<file path="src/rtl/decode_input_buffer.sv">
// Fetch-to-decode input buffer: DEPTH-entry FIFO with registered ready,
// registered head outputs, per-entry RVC-illegal flag and single-cycle flush.
module decode_input_buffer #(
    parameter int WIDTH = 32,
    parameter int DEPTH = 2
) (
    input  logic             clk,
    input  logic             rst_n,
    input  logic             s_tvalid,
    output logic             s_tready,
    input  logic [WIDTH-1:0] s_instruction,
    input  logic [WIDTH-1:0] s_program_counter,
    input  logic             s_branch_pred,
    input  logic             flush,
    output logic             m_tvalid,
    input  logic             m_tready,
    output logic [WIDTH-1:0] m_instruction,
    output logic [WIDTH-1:0] m_program_counter,
    output logic             m_branch_pred,
    output logic             m_illegal,
    output logic [31:0]      accepted_count
);

    localparam int PW = (DEPTH > 1) ? $clog2(DEPTH) : 1;
    localparam int CW = $clog2(DEPTH + 1);
    localparam logic [CW-1:0] DEPTH_C = CW'(DEPTH);

    function automatic logic is_compressed(input logic [1:0] lsb);
        return (lsb != 2'b11);
    endfunction

    logic [WIDTH-1:0] mem_instr_q [DEPTH];
    logic [WIDTH-1:0] mem_instr_d [DEPTH];
    logic [WIDTH-1:0] mem_pc_q    [DEPTH];
    logic [WIDTH-1:0] mem_pc_d    [DEPTH];
    logic             mem_pred_q  [DEPTH];
    logic             mem_pred_d  [DEPTH];
    logic             mem_ill_q   [DEPTH];
    logic             mem_ill_d   [DEPTH];

    logic [CW-1:0]    count_q, count_d;
    logic [PW-1:0]    rd_ptr_q, rd_ptr_d;
    logic [PW-1:0]    wr_ptr_q, wr_ptr_d;
    logic             ready_q, ready_d;
    logic [31:0]      acc_q, acc_d;
    logic             m_valid_q, m_valid_d;
    logic [WIDTH-1:0] m_instr_q, m_instr_d;
    logic [WIDTH-1:0] m_pc_q, m_pc_d;
    logic             m_pred_q, m_pred_d;
    logic             m_ill_q, m_ill_d;

    logic             push_s;
    logic             pop_s;
    logic             in_ill_s;

    // Next-state computation for FIFO storage, pointers, ready and head outputs
    always_comb begin
        push_s   = s_tvalid & ready_q & ~flush;
        pop_s    = m_valid_q & m_tready & ~flush;
        in_ill_s = is_compressed(s_instruction[1:0]);

        mem_instr_d = mem_instr_q;
        mem_pc_d    = mem_pc_q;
        mem_pred_d  = mem_pred_q;
        mem_ill_d   = mem_ill_q;
        count_d     = count_q;
        rd_ptr_d    = rd_ptr_q;
        wr_ptr_d    = wr_ptr_q;
        ready_d     = ready_q;
        acc_d       = acc_q;
        m_valid_d   = m_valid_q;
        m_instr_d   = m_instr_q;
        m_pc_d      = m_pc_q;
        m_pred_d    = m_pred_q;
        m_ill_d     = m_ill_q;

        if (flush) begin
            count_d   = {CW{1'b0}};
            rd_ptr_d  = {PW{1'b0}};
            wr_ptr_d  = {PW{1'b0}};
            ready_d   = 1'b1;
            m_valid_d = 1'b0;
        end else begin
            if (push_s) begin
                mem_instr_d[wr_ptr_q] = s_instruction;
                mem_pc_d[wr_ptr_q]    = s_program_counter;
                mem_pred_d[wr_ptr_q]  = s_branch_pred;
                mem_ill_d[wr_ptr_q]   = in_ill_s;
                wr_ptr_d              = wr_ptr_q + PW'(1);
                acc_d                 = acc_q + 32'd1;
            end else begin
                wr_ptr_d = wr_ptr_q;
                acc_d    = acc_q;
            end

            if (pop_s) begin
                rd_ptr_d = rd_ptr_q + PW'(1);
            end else begin
                rd_ptr_d = rd_ptr_q;
            end

            case ({push_s, pop_s})
                2'b10:   count_d = count_q + CW'(1);
                2'b01:   count_d = count_q - CW'(1);
                default: count_d = count_q;
            endcase

            ready_d   = (count_d < DEPTH_C);
            m_valid_d = (count_d != {CW{1'b0}});

            // The beat written this cycle is not in storage yet; forward it when it becomes head
            if (push_s && (rd_ptr_d == wr_ptr_q)) begin
                m_instr_d = s_instruction;
                m_pc_d    = s_program_counter;
                m_pred_d  = s_branch_pred;
                m_ill_d   = in_ill_s;
            end else begin
                m_instr_d = mem_instr_q[rd_ptr_d];
                m_pc_d    = mem_pc_q[rd_ptr_d];
                m_pred_d  = mem_pred_q[rd_ptr_d];
                m_ill_d   = mem_ill_q[rd_ptr_d];
            end
        end
    end

    // State registers with asynchronous clear
    always_ff @(posedge clk or negedge rst_n) begin
        if (!rst_n) begin
            for (int i = 0; i < DEPTH; i++) begin
                mem_instr_q[i] <= {WIDTH{1'b0}};
                mem_pc_q[i]    <= {WIDTH{1'b0}};
                mem_pred_q[i]  <= 1'b0;
                mem_ill_q[i]   <= 1'b0;
            end
            count_q   <= {CW{1'b0}};
            rd_ptr_q  <= {PW{1'b0}};
            wr_ptr_q  <= {PW{1'b0}};
            ready_q   <= 1'b0;
            acc_q     <= 32'd0;
            m_valid_q <= 1'b0;
            m_instr_q <= {WIDTH{1'b0}};
            m_pc_q    <= {WIDTH{1'b0}};
            m_pred_q  <= 1'b0;
            m_ill_q   <= 1'b0;
        end else begin
            mem_instr_q <= mem_instr_d;
            mem_pc_q    <= mem_pc_d;
            mem_pred_q  <= mem_pred_d;
            mem_ill_q   <= mem_ill_d;
            count_q     <= count_d;
            rd_ptr_q    <= rd_ptr_d;
            wr_ptr_q    <= wr_ptr_d;
            ready_q     <= ready_d;
            acc_q       <= acc_d;
            m_valid_q   <= m_valid_d;
            m_instr_q   <= m_instr_d;
            m_pc_q      <= m_pc_d;
            m_pred_q    <= m_pred_d;
            m_ill_q     <= m_ill_d;
        end
    end

    assign s_tready          = ready_q;
    assign m_tvalid          = m_valid_q;
    assign m_instruction     = m_instr_q;
    assign m_program_counter = m_pc_q;
    assign m_branch_pred     = m_pred_q;
    assign m_illegal         = m_ill_q;
    assign accepted_count    = acc_q;

endmodule

</file>
<file path="config.mk">
export PLATFORM = sky130hd
export DESIGN_NAME = decode_input_buffer
export DESIGN_NICKNAME = d
export VERILOG_FILES = /design/src/rtl/decode_input_buffer.sv
export SDC_FILE = /design/constraint.sdc
export NUM_CORES = 1
export LEC_CHECK = 0
export ABC_AREA = 1
export ABC_CLOCK_PERIOD_IN_PS = 1800
export CORE_MARGIN = 10
export CORE_UTILIZATION = 56
export CTS_BUF_LIST = sky130_fd_sc_hd__clkbuf_2
export DETAILED_ROUTE_END_ITERATION = 16
export GPL_TIMING_DRIVEN = 0
export PLACE_DENSITY_LB_ADDON = 0.1
export SKIP_CTS_REPAIR_TIMING = 1
export SLEW_MARGIN = 0
export SYNTH_ARGS = -nofsm -noshare
export SYNTH_HDL_FRONTEND = slang
export SYNTH_SLANG_ARGS = --single-unit
</file>
<file path="constraint.sdc">
create_clock -name clk -period 1.8 [get_ports clk]
set_clock_uncertainty 0.1 [all_clocks]
set_input_delay 0.18 -clock clk [delete_from_list [all_inputs] [get_ports clk]]
set_output_delay 0.18 -clock clk [all_outputs]
set_load 0.01 [all_outputs]
</file>
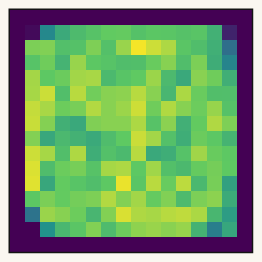
Fig. 1. Cell area per tile (run 1).
(1.5 px per um) The die is cut into 16 by 16 equal tiles; dark purple is low, yellow is high, 0 to 100% covered.
The fullest tile reaches 99%. The mean over all tiles is 57%. The densest ninth of the die: centre.
Core Region: 19500 um2
Post-Route Utilization: 0.779

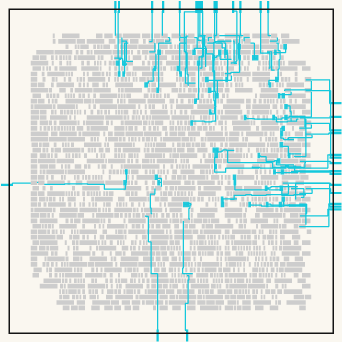
Fig. 2. I/O nets highlighted (run 1).
(2 px per um)
Key: s_program_counter = cyan [direction input, end cells 64, wire 2000 um]
PortBufs: 168
I/O pins: 170

==> notes.md, run 1 <==
fresh numbers from the pnr run: status=completed, register share after synthesis=0.529, Leading cell kind=sequential cells, Simple Share, Synth=0.321, FP Core Util=0.572, fin area=15200 um2, Synth Cell Area=11200 um2, routed wire length per instance=17.4 um, nets=1816, worst-margin pin slew=0.673 ns, Total GRT Usage=0.252, CP arrival=1.52 ns, synth warn=0, worst min path class=in2reg, Vias=11200, share of cells above drive strength 1=0.145, Peak VDD IR=0.563 mV, Worst Path Required=1.52 ns, most crowded layer after global routing=met2, Die Y-Extent=161 um, XORs/XNORs by Area=0.0126, clock network share of area=0.0318, post-route ant nets=0, yosys cell count=1397, Worst Path Max Fanout=3, CP Capture Type=output pin, Synth Register Bits=236, routed wl met3=2.94 mm, Multiplexer share=0, EDFF count, synth=0, DRT iter0 DRCs=977, P per Cell Area=1010 nW/um2, OpenROAD warning count=27, Cell Int Power=0.00998 W, syn_area_per_cell=7.99 um2, Comb/total area=0.300, met1 Resource Use GR=0.340, Crit. Startpoint=accepted_count[0]$_DFFE_PN0P_, synth-to-layout area growth=36.2%, Comb pwr share=0.295, Clk. pwr=0.00347 W, Top Registers=mem_instr_q x64, mem_pc_q x64, cell with the most instances after synthesis=nand2_1, slew margin rel.=0.551, Power Sequential=0.00734 W, Hold Slack=0.161 ns, Insertion Delay late pin=0.88 ns, diode count=4, crit path launch type=flop, first-pass GRT wire length=54.2 mm, global-route track usage on met2=0.403, Final Setup Violations=0, Sw Ratio=0.348, Non-CTS buffers=369, clk buf depth=3, Setup TNS=0 ns, Seq area share=0.389, r2r setup slk=0.01 ns, Placed Cells=1832, post-DP HPWL=23.1 mm, worst r2r src=s_tready$_DFF_PN0_, sequential share of power=0.479, Final Non-Filler Cells=2051, max-cap viol count=0, Worst Hold Depth=4, inverters=100, CP cell instances=buf_4 -> clkbuf_2, pin count of the biggest net entering global routing=92, M1 WL=14.6 mm, Top cell excl fill/tap=nand2_1, Crit path max-delay family=flip-flops, dpl cell area=13200 um2, Routed WL=35.7 mm, routed wl met2=17.5 mm, number of clock buffers in the layout=86, Reg2Reg Depth=7, critical path endpoint=accepted_count[0], synth cell count leaders=481 x nand2_1, 236 x dfrtp_1, 185 x nand3_1, fin crit share=0.999, Main logic family=simple AND/OR/NAND/NOR gates, most frequent cells in the layout=473 x nand2_1, 222 x dfrtp_1, 183 x nand3_1, CTS H-Tree Depth=2, Unique cell types=29, initial antenna violation count=4, P_leak=8.50 nW, Cells after Synth=1397, Post-synth ARST share=1.00, GRT met3 Usage=0.0508, filler cell count=1443, cell taking the most area after synthesis=dfrtp_1, vias in the first global route=10400, fa+ha+maj area frac=0.00224, syn nets=1469, Worst-path clk slew=0.10 ns, gr ovfl total=0, Net Sw Power=0.00533 W, Final min period=1.80 ns, die width=161 um, Root Buffer=clkbuf_2, clock share of power=0.226, Comb area=4560 um2, Flop area=5920 um2, hold endpoint=accepted_count[0]$_DFFE_PN0P_
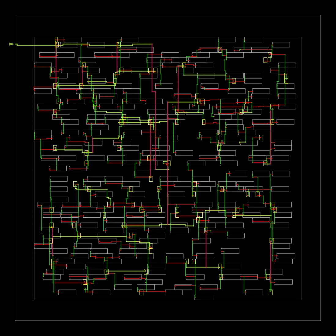
Fig. 3. The clock network (run 1).
total clock sinks: 236
Seq cells: 236

==> run 2: changes to the inputs <==
SLEW_MARGIN = unset   (was 0)
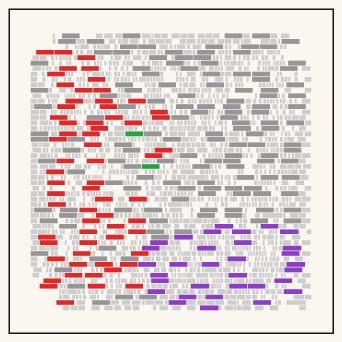
Fig. 4. Sequential cells grouped by signal name (run 2).
(2 px per um) Other sequential cells in the stronger grey, the rest of the logic in the fainter grey.
Key: mem_ill_q = green [flops 2]; accepted_count = purple [flops 32]; mem_instr_q = red [flops 64]
Another 138 sequential cells are not coloured.

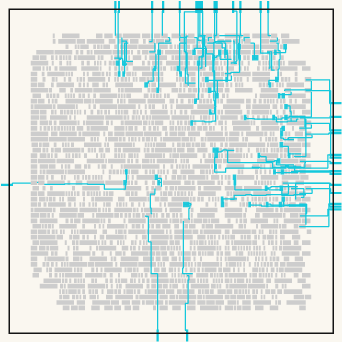
Fig. 5. I/O nets highlighted (run 2).
(2 px per um)
Key: s_program_counter = cyan [direction input, end cells 64, wire 2000 um]

==> run 2 against run 1 <==
Against the previous run:
- sequential share of layout area unchanged
- combinational power about the same
- die size unchanged
- flip-flop count unchanged
- clock power about the same
- core utilization unchanged
- fmax unchanged
- synthesized cell count unchanged
- highest routed layer unchanged
==> notes.md, run 2 <==
fresh numbers from the pnr run: CP cell instances=buf_4 -> clkbuf_2, Main logic family=simple AND/OR/NAND/NOR gates, Vias=11200 (unchanged), fa+ha+maj area frac=0.00224 (unchanged), Post-synth ARST share=1.00 (unchanged), Final Setup Violations=0 (unchanged), Comb/total area=0.300 (unchanged), most frequent cells in the layout=473 x nand2_1, 222 x dfrtp_1, 183 x nand3_1, nets=1816 (unchanged), most crowded layer after global routing=met2, sequential share of power=0.479 (about the same), status=completed, post-DP HPWL=23.1 mm (unchanged), yosys cell count=1397 (unchanged), Crit path max-delay family=flip-flops, Synth Cell Area=11200 um2 (unchanged), share of cells above drive strength 1=0.145 (unchanged), met1 Resource Use GR=0.340 (unchanged), Net Sw Power=0.00533 W (unchanged), Top Registers=mem_instr_q x64, mem_pc_q x64, Synth Register Bits=236 (unchanged), critical path endpoint=accepted_count[0], global-route track usage on met2=0.403 (unchanged), EDFF count, synth=0 (unchanged), Top cell excl fill/tap=nand2_1, number of clock buffers in the layout=86 (unchanged), Placed Cells=1832 (unchanged), Routed WL=35.7 mm (unchanged), Simple Share, Synth=0.321 (unchanged), Die Y-Extent=161 um (unchanged), Cell Int Power=0.00998 W (unchanged), worst-margin pin slew=0.673 ns (unchanged), CTS H-Tree Depth=2 (unchanged), clock network share of area=0.0318 (unchanged), Hold Slack=0.161 ns (unchanged), DRT iter0 DRCs=977 (unchanged), first-pass GRT wire length=54.2 mm (unchanged), total clock sinks=236 (unchanged), initial antenna violation count=4 (unchanged), syn_area_per_cell=7.99 um2 (unchanged), die width=161 um (unchanged), PortBufs=168 (unchanged), max-cap viol count=0 (unchanged), Clk. pwr=0.00347 W (about the same), vias in the first global route=10400 (unchanged), slew margin rel.=0.551 (unchanged), Root Buffer=clkbuf_2, syn nets=1469 (unchanged), clock share of power=0.226 (about the same), synth-to-layout area growth=36.2% (unchanged), Comb area=4560 um2 (unchanged), XORs/XNORs by Area=0.0126 (unchanged), worst min path class=in2reg, pin count of the biggest net entering global routing=92 (unchanged), synth warn=0 (unchanged), clk buf depth=3 (unchanged), Comb pwr share=0.295 (about the same), Peak VDD IR=0.563 mV (unchanged), routed wl met3=2.94 mm (unchanged), dpl cell area=13200 um2 (unchanged), Worst Path Max Fanout=3 (unchanged), filler cell count=1443 (unchanged), gr ovfl total=0 (unchanged), Seq area share=0.389 (unchanged), cell with the most instances after synthesis=nand2_1, FP Core Util=0.572 (unchanged), Power Sequential=0.00734 W (about the same), Cells after Synth=1397 (unchanged), OpenROAD warning count=27 (unchanged), M1 WL=14.6 mm (unchanged), P_leak=8.50 nW (unchanged), fin crit share=0.999 (unchanged), inverters=100 (unchanged), routed wl met2=17.5 mm (unchanged), CP Capture Type=output pin, Worst-path clk slew=0.10 ns (about the same), Final Non-Filler Cells=2051 (unchanged), Seq cells=236 (unchanged), register share after synthesis=0.529 (unchanged), r2r setup slk=0.01 ns (about the same), diode count=4 (unchanged), fin area=15200 um2 (unchanged), Insertion Delay late pin=0.88 ns (about the same)
Fig. 6: run 2, logic cells by family
(3 px per um)
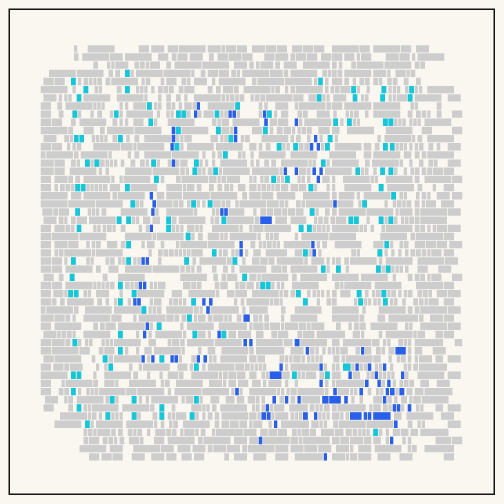

==> run 3: changes to the inputs <==
CORE_MARGIN = 1   (was 10)
SKIP_LAST_GASP = 1   (was unset)
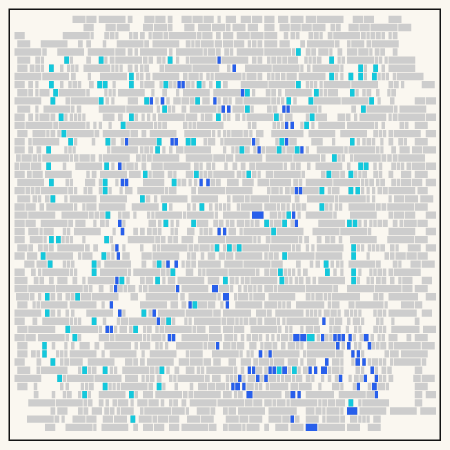
Fig. 7. Logic cells by family (run 3).
(3 px per um)
Key: nor cells = blue [cells 101]; aoi and oai cells = cyan [cells 137, where widely spread]
Comb/total area: 0.300
Top cell excl fill/tap: nand2_1
Final Non-Filler Cells: 2060

==> run 3 against run 2 <==
Against the previous run:
- the flow now finishes with violations (negative hold slack, negative setup slack)
- final cell count is 0.44% higher
- synthesized cell count unchanged
- final area up 0.52%
==> notes.md, run 3 <==
fresh numbers from the pnr run: status=finished with violations, failing checks=negative hold slack, negative setup slack, P_leak=8.45 nW (-0.59%), EDFF count, synth=0 (unchanged), Worst-path clk slew=0.11 ns (about the same), Cell Int Power=0.0104 W (+4.5%), post-DP HPWL=20.9 mm (-9.3%), XORs/XNORs by Area=0.0126 (unchanged), first-pass GRT wire length=50.5 mm (-6.8%), clock share of power=0.250 (+0.024), Hold Vio Cnt, Final=117, Main logic family=simple AND/OR/NAND/NOR gates, Post-synth ARST share=1.00 (unchanged), Top Registers=mem_instr_q x64, mem_pc_q x64, fin crit share=1.02 (+0.0218), routed wl met3=2.39 mm (-19%), cell with the most instances after synthesis=nand2_1, critical path endpoint=accepted_count[1], syn nets=1469 (unchanged), Insertion Delay late pin=0.87 ns (about the same), Power Sequential=0.00735 W (about the same), Clk. pwr=0.00397 W (+14%), share of cells above drive strength 1=0.163 (+0.0174), register share after synthesis=0.529 (unchanged), Seq area share=0.387 (-0.00209), Comb area=4580 um2 (+0.58%), inverters=100 (unchanged), CP cell instances=buf_4 -> dlymetal6s2s_1, worst min path class=in2async, Hold Slack=-0.117 ns (-0.278 ns), max-cap viol count=0 (unchanged), most crowded layer after global routing=met2, synth warn=0 (unchanged), yosys cell count=1397 (unchanged), total clock sinks=236 (unchanged), Crit path max-delay family=flip-flops, gr ovfl total=0 (unchanged), Vias=11100 (-0.39%), clock network share of area=0.0387 (+0.00696), slew margin rel.=0.406 (-0.145), Final Setup Violations=5 (+5), Cells after Synth=1397 (unchanged), Worst Path Max Fanout=2 (-1), CP Capture Type=output pin, CTS H-Tree Depth=2 (unchanged), fin area=15300 um2 (+0.52%), final setup margin=-0.0381 ns, nets=1822 (+0.33%), clk buf depth=3 (unchanged), Routed WL=34.6 mm (-3.2%), pin count of the biggest net entering global routing=120 (+30%), initial antenna violation count=1 (-3), synth-to-layout area growth=37.0%, DRT iter0 DRCs=1005 (+2.9%), OpenROAD warning count=32 (+19%), r2r setup slk=-0.01 ns (-0.02 ns), global-route track usage on met2=0.502 (+0.0985), worst-margin pin slew=0.891 ns (+0.217 ns), filler cell count=1393 (-3.5%), number of clock buffers in the layout=80 (-7.0%)
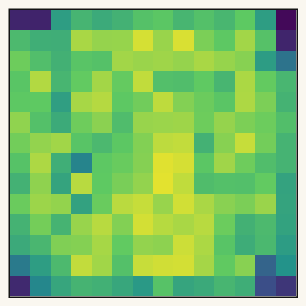
Fig. 8. Cell area per tile (run 3).
(2 px per um) The die is cut into 14 by 14 equal tiles; dark purple is low, yellow is high, 0 to 100% covered.
The fullest tile reaches 96%. 53% of the tiles are over 75% full. The mean over all tiles is 73%.
Post-Route Utilization: 0.783
FP Core Util: 0.572

No activity file was given, so power comes from the tool's default toggle rates.
